===== src/rtl/uart_tx.sv =====
// uart_tx: 8N1-style serial transmitter fed by a first-word-fall-through FIFO.
// Pops one byte per frame and shifts it out LSB first, using a 16x baud tick
// for bit timing. The stop-bit length is set by SB_TICK.
module uart_tx #(
    parameter int DBIT    = 8,
    parameter int SB_TICK = 16
) (
    input  logic            clk,
    input  logic            rst,
    input  logic            s_tick,
    input  logic            empty,
    input  logic [DBIT-1:0] r_data,
    output logic            rd,
    output logic            tx,
    output logic            tx_busy,
    output logic            tx_done_tick
);

    // The tick counter must reach both 15 (data bits) and SB_TICK-1 (stop bits).
    localparam int SW = ($clog2(SB_TICK) > 4) ? $clog2(SB_TICK) : 4;
    localparam int NW = (DBIT > 1) ? $clog2(DBIT) : 1;

    localparam logic [SW-1:0] S_BIT_LAST  = SW'(15);
    localparam logic [SW-1:0] S_STOP_LAST = SW'(SB_TICK - 1);
    localparam logic [NW-1:0] N_LAST      = NW'(DBIT - 1);

    typedef enum logic [1:0] {
        IDLE  = 2'd0,
        START = 2'd1,
        DATA  = 2'd2,
        STOP  = 2'd3
    } state_t;

    state_t            state_r, state_s;
    logic [SW-1:0]     s_r, s_s;
    logic [NW-1:0]     n_r, n_s;
    logic [DBIT-1:0]   b_r, b_s;
    logic              tx_r, tx_s;
    logic              done_r, done_s;
    logic              busy_r;
    logic              rd_s;

    // Next-state, counter and shift-register decode; the line value follows the next state.
    always_comb begin
        state_s = state_r;
        s_s     = s_r;
        n_s     = n_r;
        b_s     = b_r;
        done_s  = 1'b0;
        // Holding off the pop during the done pulse keeps tx_done_tick and the
        // next frame's rd in separate cycles.
        rd_s    = rst && (state_r == IDLE) && !empty && !done_r;

        case (state_r)
            IDLE: begin
                if (rd_s) begin
                    b_s     = r_data;
                    s_s     = {SW{1'b0}};
                    state_s = START;
                end else begin
                    state_s = IDLE;
                end
            end
            START: begin
                if (s_tick) begin
                    if (s_r == S_BIT_LAST) begin
                        s_s     = {SW{1'b0}};
                        n_s     = {NW{1'b0}};
                        state_s = DATA;
                    end else begin
                        s_s = s_r + SW'(1);
                    end
                end else begin
                    s_s = s_r;
                end
            end
            DATA: begin
                if (s_tick) begin
                    if (s_r == S_BIT_LAST) begin
                        s_s = {SW{1'b0}};
                        b_s = b_r >> 1;
                        if (n_r == N_LAST) begin
                            state_s = STOP;
                        end else begin
                            n_s = n_r + NW'(1);
                        end
                    end else begin
                        s_s = s_r + SW'(1);
                    end
                end else begin
                    s_s = s_r;
                end
            end
            STOP: begin
                if (s_tick) begin
                    if (s_r == S_STOP_LAST) begin
                        state_s = IDLE;
                        done_s  = 1'b1;
                    end else begin
                        s_s = s_r + SW'(1);
                    end
                end else begin
                    s_s = s_r;
                end
            end
            default: begin
                state_s = IDLE;
                s_s     = {SW{1'b0}};
                n_s     = {NW{1'b0}};
                b_s     = {DBIT{1'b0}};
            end
        endcase

        case (state_s)
            START:   tx_s = 1'b0;
            DATA:    tx_s = b_s[0];
            STOP:    tx_s = 1'b1;
            IDLE:    tx_s = 1'b1;
            default: tx_s = 1'b1;
        endcase
    end

    // State, counters, shift register and registered outputs; reset abandons any frame.
    always_ff @(posedge clk or negedge rst) begin
        if (!rst) begin
            state_r <= IDLE;
            s_r     <= {SW{1'b0}};
            n_r     <= {NW{1'b0}};
            b_r     <= {DBIT{1'b0}};
            tx_r    <= 1'b1;
            done_r  <= 1'b0;
            busy_r  <= 1'b0;
        end else begin
            state_r <= state_s;
            s_r     <= s_s;
            n_r     <= n_s;
            b_r     <= b_s;
            tx_r    <= tx_s;
            done_r  <= done_s;
            busy_r  <= (state_s != IDLE);
        end
    end

    assign rd           = rd_s;
    assign tx           = tx_r;
    assign tx_busy      = busy_r;
    assign tx_done_tick = done_r;

endmodule


===== config.mk =====
export PLATFORM = sky130hd
export DESIGN_NAME = uart_tx
export DESIGN_NICKNAME = d
export VERILOG_FILES = /design/src/rtl/uart_tx.sv
export SDC_FILE = /design/constraint.sdc
export NUM_CORES = 1
export LEC_CHECK = 0
export CAP_MARGIN = 20
export CORE_MARGIN = 2
export CORE_UTILIZATION = 61
export CTS_BUF_LIST = sky130_fd_sc_hd__clkbuf_2 sky130_fd_sc_hd__clkbuf_4 sky130_fd_sc_hd__clkbuf_8
export DETAILED_ROUTE_END_ITERATION = 12
export GPL_TIMING_DRIVEN = 0
export PLACE_DENSITY = 0.95
export SYNTH_ARGS = -nofsm -noshare
export SYNTH_HDL_FRONTEND = slang
export SYNTH_SLANG_ARGS = --single-unit

===== constraint.sdc =====
create_clock -name clk -period 3.15 [get_ports clk]
set_input_delay 0.945 -clock clk [delete_from_list [all_inputs] [get_ports clk]]
set_output_delay 0.945 -clock clk [all_outputs]
set_load 0.02 [all_outputs]

### Track usage over the die

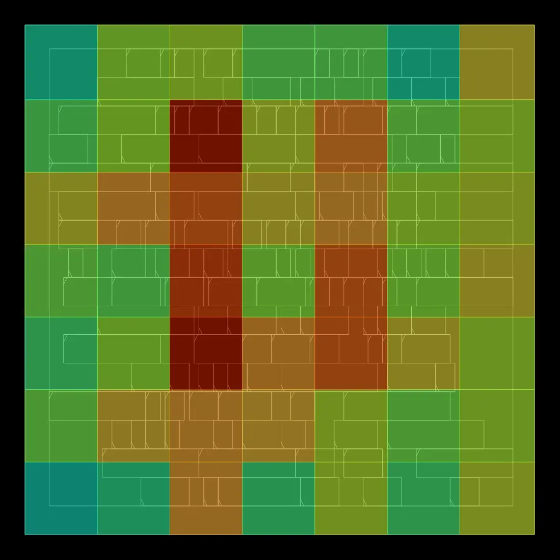
Most Used Layer, Global Route: met2
detail-routed net length per standard cell: 15.68 um
met1 global-route usage: 30.55%
fraction of met2 tracks used by global routing: 43.29%

### I/O nets highlighted

Drawn at 10 px/um.
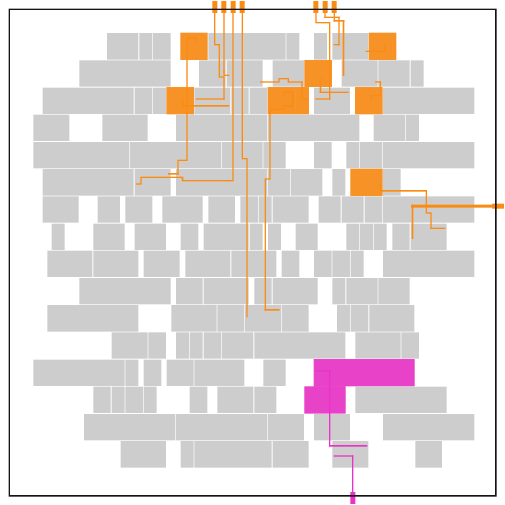
legend:
  `r_data`:
    color: orange
    bits: 8
    direction: input
    end_cells: 8
    buffers: 8
    wire: 189 um
  `empty`:
    color: magenta
    bits: 1
    direction: input
    end_cells: 2
    buffers: 1
    wire: 17.9 um
IO buf count: 15
number of top-level design ports: 16

### Logic cells by family

Drawn at 10 px/um.
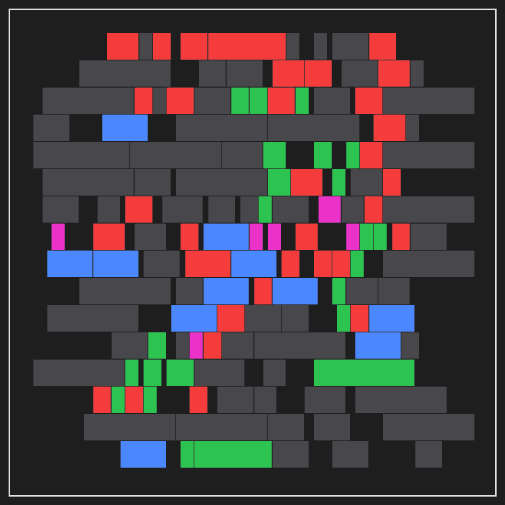
legend:
  NAND gates:
    color: green
    cells: 23
    most_used: nand2_1
  inverters:
    color: magenta
    cells: 6
    most_used: inv_1
  adder and majority cells:
    color: blue
    cells: 11
    most_used: ha_1
  inverting AOI/OAI gates:
    color: red
    cells: 33
    most_used: o21ai_1
proportion of cell area occupied by multi-input gates: 46.84%
most frequent standard cell in the layout excluding fill and tap cells: sky130_fd_sc_hd__dfrtp_1
non-filler cells in the finished layout: 165

## power breakdown
part | total, mW | internal (mW) | switching, mW
registers | 0.295 | 0.281 | 0.0144
clock network | 0.151 | 0.0706 | 0.0801
logic | 0.0986 | 0.0472 | 0.0514
## kinds of logic (layout without fill, tap and decap cells)
family	after synthesis	in the layout	share of synthesized area [%]
compound gates	40	40	24.84
xor+xnor	1	1	0.7248
fa+ha+maj	11	11	11.39
buf+inv	9	28	3.830
flops	20	20	41.51
mux	1	1	0.9316
simple gates	37	37	16.77
## per-layer routing
layer / global-route usage [%] / share of wire (%) / vias to the layer above
li1: - / - / 476
met1: 30.55 / 44 / 485
met2: 43.29 / 52 / 23
met3: 3.086 / 3.5 / 5
met4: 7.143 / 1.1 / 0
met5: 0 / 0 / -
==> run summary <==
Results of an implementation run.

The run finished with clean final reports. The final layout contains routed wiring with a total length of 2588 um. Summed over all nets, the half-perimeter wirelength after detailed placement is 1916 um. The number of diodes added for antenna fixing is 0.

The area-dominant cell class after layout is multi-input combinational cells. The cell area after placement is 1393 um2. The number of buffers added by the clock tree synthesis step is 3. Once layout is done, the placed cells without fillers occupy 1445 um2.

The synthesized netlist handed to floorplanning was reported with a cell count of 119. According to the finish report, the design has a final net count of 162. The logic area is 676.9 um2. The post-synthesis instance area is 1209 um2. Per the post-CTS timing run, clock transition at the registers of the reported paths is 0.11 ns.

The most critical hold endpoint after final layout shows a slack of 0.5296 ns. The number of nets handed over by synthesis was between 100 and 150. By area the synthesized netlist is led by sky130_fd_sc_hd__dfrtp_1 (39%), sky130_fd_sc_hd__ha_1 (11%), sky130_fd_sc_hd__nand2_1 (4.0%), sky130_fd_sc_hd__o21ai_1 (3.7%), sky130_fd_sc_hd__a22oi_1 (3.7%). The area share of the leading cell type in the synthesized netlist is 39.34%. The CTS sink count is 20. Once the clock tree was built, the resizer swapped 9 gates to a different size.

The relative max-transition margin is 79.32%. The commonest register cell is sky130_fd_sc_hd__dfrtp_1. The timing report notes that buffer and inverter cells on the critical path total 3. The initial core utilization is 62.89%.

The register with the highest flop count is b_r. TritonCTS built the clock tree. The tally of clock buffers in the finished layout is 4. The flip-flop count of the largest register after layout is 8. The setup check on the worst reg-to-reg path leaves a slack of just over 1 ns. The timing report lists the critical path depth as 4 cells. No sink is reached through more buffers than the 2 on the longest clock path.

After layout, the setup clock skew is reported as around 0.0055 ns. The post-detailed-route count of antenna-violating nets is 0. The setup violation total in the final timing report is 0.

The largest area contributor in the netlist is sky130_fd_sc_hd__dfrtp_1. The sum of internal, switching and leakage power is 544.2 uW. The class of the tightest hold or removal check is reg2reg.

The synthesis-stage register bit count is 20. Non-clock buffering takes up 11.86% of total cell area after layout. Per the layout area report, the sequential fraction of cell area is 34.72%. The utilization after layout is 75.20%. The layout has 6 inverters outside the clock class. Before CTS, the worst setup slack after placement is -1.295 ns.

According to the timing report, the data required time at the worst endpoint equals 2.20 ns. For this block, the initial DRC count from the detailed router was 19. The count of final hold-check violations is 0. The post-CTS hold buffer count recorded in the log is 0.

The fmax is 0.3230 GHz. The worst setup path is captured at an output pin. The number of synthesis warnings is 0. The cell count listed in synth_stat.txt is 119. The synthesized design contains 0 enable-type register cells. The source of the critical timing path is empty. The tap cell count is 27. The count of multi-input gates is 90.

The path type of the worst setup path is in2out. In the hold timing report, the worst path depth is 1. Measured in cells, the most critical reg-to-reg path has a length of 9.

The number of global-route vias before repair is 1007. In the finished design, the share of the clock period the worst path needs comes to 98.29%. Overall routing resource usage recorded by global route was 24.15%. The sequential cells in the finished layout cover a total of 501.7 um2. The unique cell type count in the Yosys netlist is 40. The timing report attributes the biggest portion of critical-path delay to buffers and inverters. The area of the die is 2354 um2.
Power figures rest on the tool's default switching activity, not on a simulated workload.
